==> config.mk <==
export PLATFORM = sky130hd
export DESIGN_NAME = muldiv_sequencer
export DESIGN_NICKNAME = d
export VERILOG_FILES = /design/src/rtl/muldiv_sequencer.sv
export SDC_FILE = /design/constraint.sdc
export NUM_CORES = 1
export LEC_CHECK = 0
export CORE_ASPECT_RATIO = 0.9
export CORE_MARGIN = 2
export CORE_UTILIZATION = 58
export CTS_CLUSTER_DIAMETER = 80
export CTS_CLUSTER_SIZE = 25
export DETAILED_ROUTE_END_ITERATION = 10
export GPL_TIMING_DRIVEN = 0
export PLACE_DENSITY = 0.86
export SLEW_MARGIN = 20
export SYNTH_ARGS = -nofsm -noshare
export SYNTH_HDL_FRONTEND = slang
export SYNTH_SLANG_ARGS = --single-unit
==> constraint.sdc <==
create_clock -name clk -period 12.2 [get_ports clk]
set_clock_uncertainty 0.05 [all_clocks]
set_input_delay 1.83 -clock clk [delete_from_list [all_inputs] [get_ports clk]]
set_output_delay 1.83 -clock clk [all_outputs]
set_load 0.1 [all_outputs]
Run 1, cell classes on the final placement:
Fill, decap, tap and diode cells in grey.
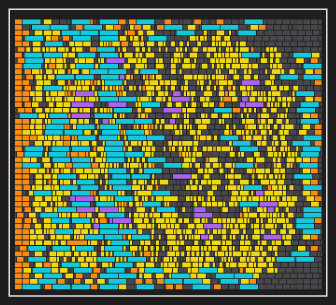
colour	class	cells
purple	clock drivers and dummy loads	31
orange	remaining buffers and delay cells	213
yellow	remaining logic cells	1,063
cyan	registers	172
core area: 0.02017 mm²
fin util: 70.89%
fraction of area in registers: 30.10%
final instance area: 0.01430 mm²
row count: 49

Run 1, placed standard cells:
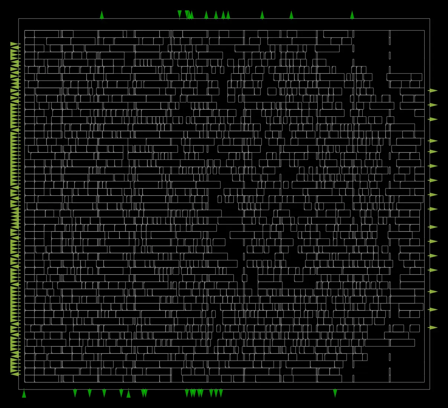
seq_cells: 172
n_taps: 255
Finished Layout Cells: 1,734
Fill cells: 1,509

Run 1, cell sizes after repair:
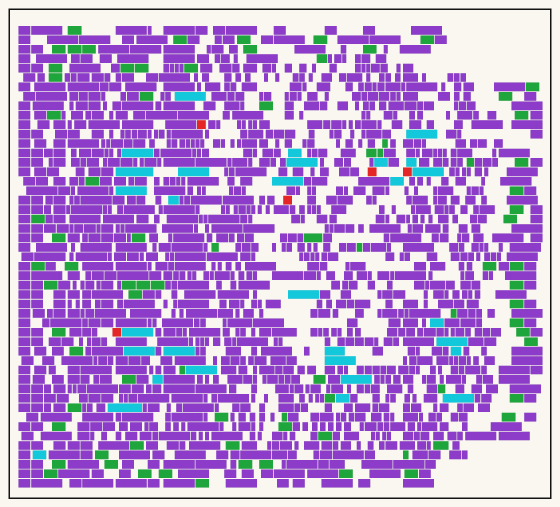
colour	size	cells
red	x3 and x4	5
green	x2	82
cyan	x6 and larger	30
purple	x1 and smaller	1,362
Layout area overhead: 19.08%
setup slack after layout: 6.771 ns

==> job_summary.md, run 1 <==
### Yosys + OpenROAD results

| Metric | Value |
|---|---|
| Root buffer cell | clkbuf_16 |
| Mean post-synth cell area | 9.159 µm² |
| Crit path DRT | 10.32 ns |
| Largest register FFs | 64 |
| Num CTS Buffers | 17 |
| Clock transition at path regs | 0.07 ns |
| GRT Overall Usage | 35.05% |
| Drt first pass iters | 5 |
| Post-CTS Setup Repair Bufs | 0 |
| Critical path, cell by cell | clkdlybuf4s50_1 > nor2b_1 > clkdlybuf4s50_1 |
| Netlist Area Pre-Place | 0.01201 mm² |
| Multi-input logic area | 0.007189 mm² |
| Fin crit share | 44.50% |
| Ports | 138 |
| Mapped Cells | 1,311 |
| Grt peak-use layer | met2 |
| GRT overflow | 0 |
| Worst-path fanout max | 1 |
| FP Core Util | 59.53% |
| Pin count of the biggest net entering global routing | 88 |
| Floorplan Nets | 1,448 |
| Synth cell types | 72 |
| Comb area share | 50.28% |
| Top area cell types | dfrtp_1 36%, mux2i_1 9.2%, ha_1 6.8%, mux2_2 6.2%, o21ai_0 4.8% |
| Met3 Usage GRT | 7.704% |
| Die Area | 0.02187 mm² |
| Post-synth top cells | 172 x dfrtp_1, 132 x nand2_1, 115 x o21ai_0 |
| Gate power share | 60.4% |
| Post-Synth AOI/OAI Area | 19.93% |
| Switch share | 48.83% |
| CP startpoint kind | input pin |
| Max Cap Viol | 0 |
| Clock power frac | 14.7% |
| Clk Latency, worst-skew pair | 0.44 ns |
| CP Capture Type | output port |
| R2r setup slk | 7.82 ns |
| Share of post-route cells with drive strength above 1 | 7.911% |
| First-pass GRT wire length | 58,780 µm |
| Max Fclk | 0.1842 GHz |
| Top pwr grp | combinational cells |
| Hold WS | 0.4469 ns |
| Hold Buf Count CTS | 0 |
| Min Tclk post-route | 5.429 ns |
| Adder share | 7.106% |
| Async set-reset flop share out of synthesis | 100.0% |
| Worst Max-Slew Pin Slew | 1.025 ns |
| Dominant kind of cell | multi-input combinational cells |
| M1 WL | 16,150 µm |
| Vias in the first global route | 10,560 |
| Final non-clock buffer share | 11.89% |
| Status | finished, final reports clean |
| Hold depth | 1 |
| Final Hold Vio Count | 0 |
| Pwr Density | 263.4 mW/mm² |
| Clk buf depth | 2 |
| Grt met1 use | 49.31% |
| Buffers plus inverters on the worst setup path | 2 |
| WS Path Type | input pin to output port |
| LEAKAGE | 6.345 nW |
| Tool warnings | 27 |
| Yosys stat area | 0.01201 mm² |
| Sw Pwr | 1.839 mW |
| Chip height | 140.5 µm |
| Total vias in the final route | 11,106 |
| Pwr Total | 3.767 mW |
| Crit path max-delay family | buffers and inverters |
==> inputs of run 2 (changes only) <==
--- a/config.mk
+++ b/config.mk
@@ -7,12 +7,12 @@
 export LEC_CHECK = 0
 export CORE_ASPECT_RATIO = 0.9
 export CORE_MARGIN = 2
-export CORE_UTILIZATION = 58
+export CORE_UTILIZATION = 52
 export CTS_CLUSTER_DIAMETER = 80
 export CTS_CLUSTER_SIZE = 25
 export DETAILED_ROUTE_END_ITERATION = 10
 export GPL_TIMING_DRIVEN = 0
-export PLACE_DENSITY = 0.86
+export PLACE_DENSITY = 0.82
 export SLEW_MARGIN = 20
 export SYNTH_ARGS = -nofsm -noshare
 export SYNTH_HDL_FRONTEND = slang
==> constraint.sdc (replaced) <==
create_clock -name clk -period 4.64 [get_ports clk]
set_clock_uncertainty 0.05 [all_clocks]
set_input_delay 0.696 -clock clk [delete_from_list [all_inputs] [get_ports clk]]
set_output_delay 0.696 -clock clk [all_outputs]
set_load 0.1 [all_outputs]
==> run 2 against run 1 <==
  * Clock power grew to 2.8 times the previous value
  * Wire length shrank 1.0%
  * Largest cell class unchanged
  * Via count is essentially flat
  * Non-clock buffer count up 4
  * Clock-buffer cell count stayed put
==> job_summary.md, run 2 <==
### Yosys + OpenROAD results

| Metric | Value |
|---|---|
| Crit path DRT | 4.90 ns |
| Core area | 0.02258 mm² |
| Share of post-route cells with drive strength above 1 | 8.221% |
| Comb area share | 49.62% |
| Critical path, cell by cell | clkbuf_1 > nand2_1 > inv_1 > ha_1 > a211oi_1 > nor2_1 > a21oi_1 > a31oi_1 > a211oi_1 > o41ai_1 > mux2_2 > o41ai_1 |
| Grt peak-use layer | met2 |
| Hold depth | 1 |
| Hold Buf Count CTS | 0 |
| Synth cell types | 72 |
| Clock transition at path regs | 0.08 ns |
| Top area cell types | dfrtp_1 36%, mux2i_1 9.2%, ha_1 6.8%, mux2_2 6.2%, o21ai_0 4.8% |
| Clk buf depth | 2 |
| GRT Overall Usage | 31.77% |
| Hold WS | 0.4581 ns |
| Vias in the first global route | 10,867 |
| Status | finished, final reports clean |
| Post-Synth AOI/OAI Area | 19.93% |
| Num CTS Buffers | 17 |
| Post-CTS Setup Repair Bufs | 0 |
| WS Path Type | flip-flop to flip-flop |
| Root buffer cell | clkbuf_16 |
| Pwr Total | 9.985 mW |
| Yosys stat area | 0.01201 mm² |
| Grt met1 use | 43.67% |
| Max Cap Viol | 0 |
| Clk Latency, worst-skew pair | 0.45 ns |
| Dominant kind of cell | multi-input combinational cells |
| Worst-path fanout max | 10 |
| Multi-input logic area | 0.007189 mm² |
| Adder share | 7.106% |
| Pwr Density | 689.2 mW/mm² |
| Ports | 138 |
| Max Fclk | 0.2378 GHz |
| Pin count of the biggest net entering global routing | 35 |
| Largest register FFs | 64 |
Run 2, placed standard cells:
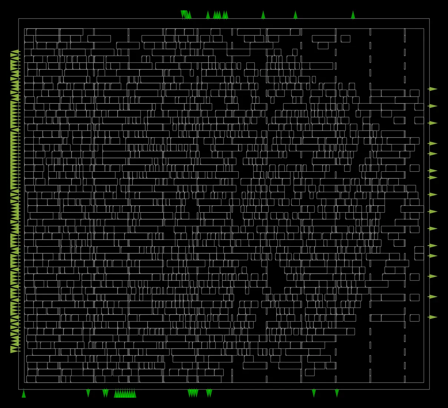
Finished Layout Cells: 1,781
Fill cells: 1,844
fraction of area in registers: 29.71%
fin util: 64.17%

Run 2, cell sizes after repair:
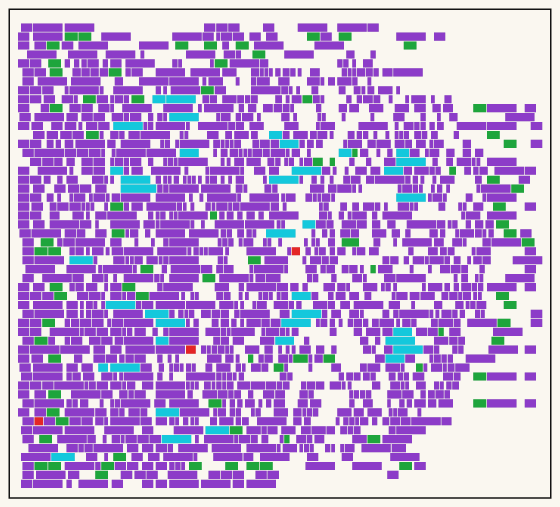
colour	size	cells
cyan	x6 and larger	38
purple	x1 and smaller	1,362
green	x2	81
red	x3 and x4	3
setup slack after layout: 0.4343 ns
Non-clk bufs: 217
final instance area: 0.01449 mm²
Layout area overhead: 20.65%

No activity file was given, so power comes from the tool's default toggle rates.
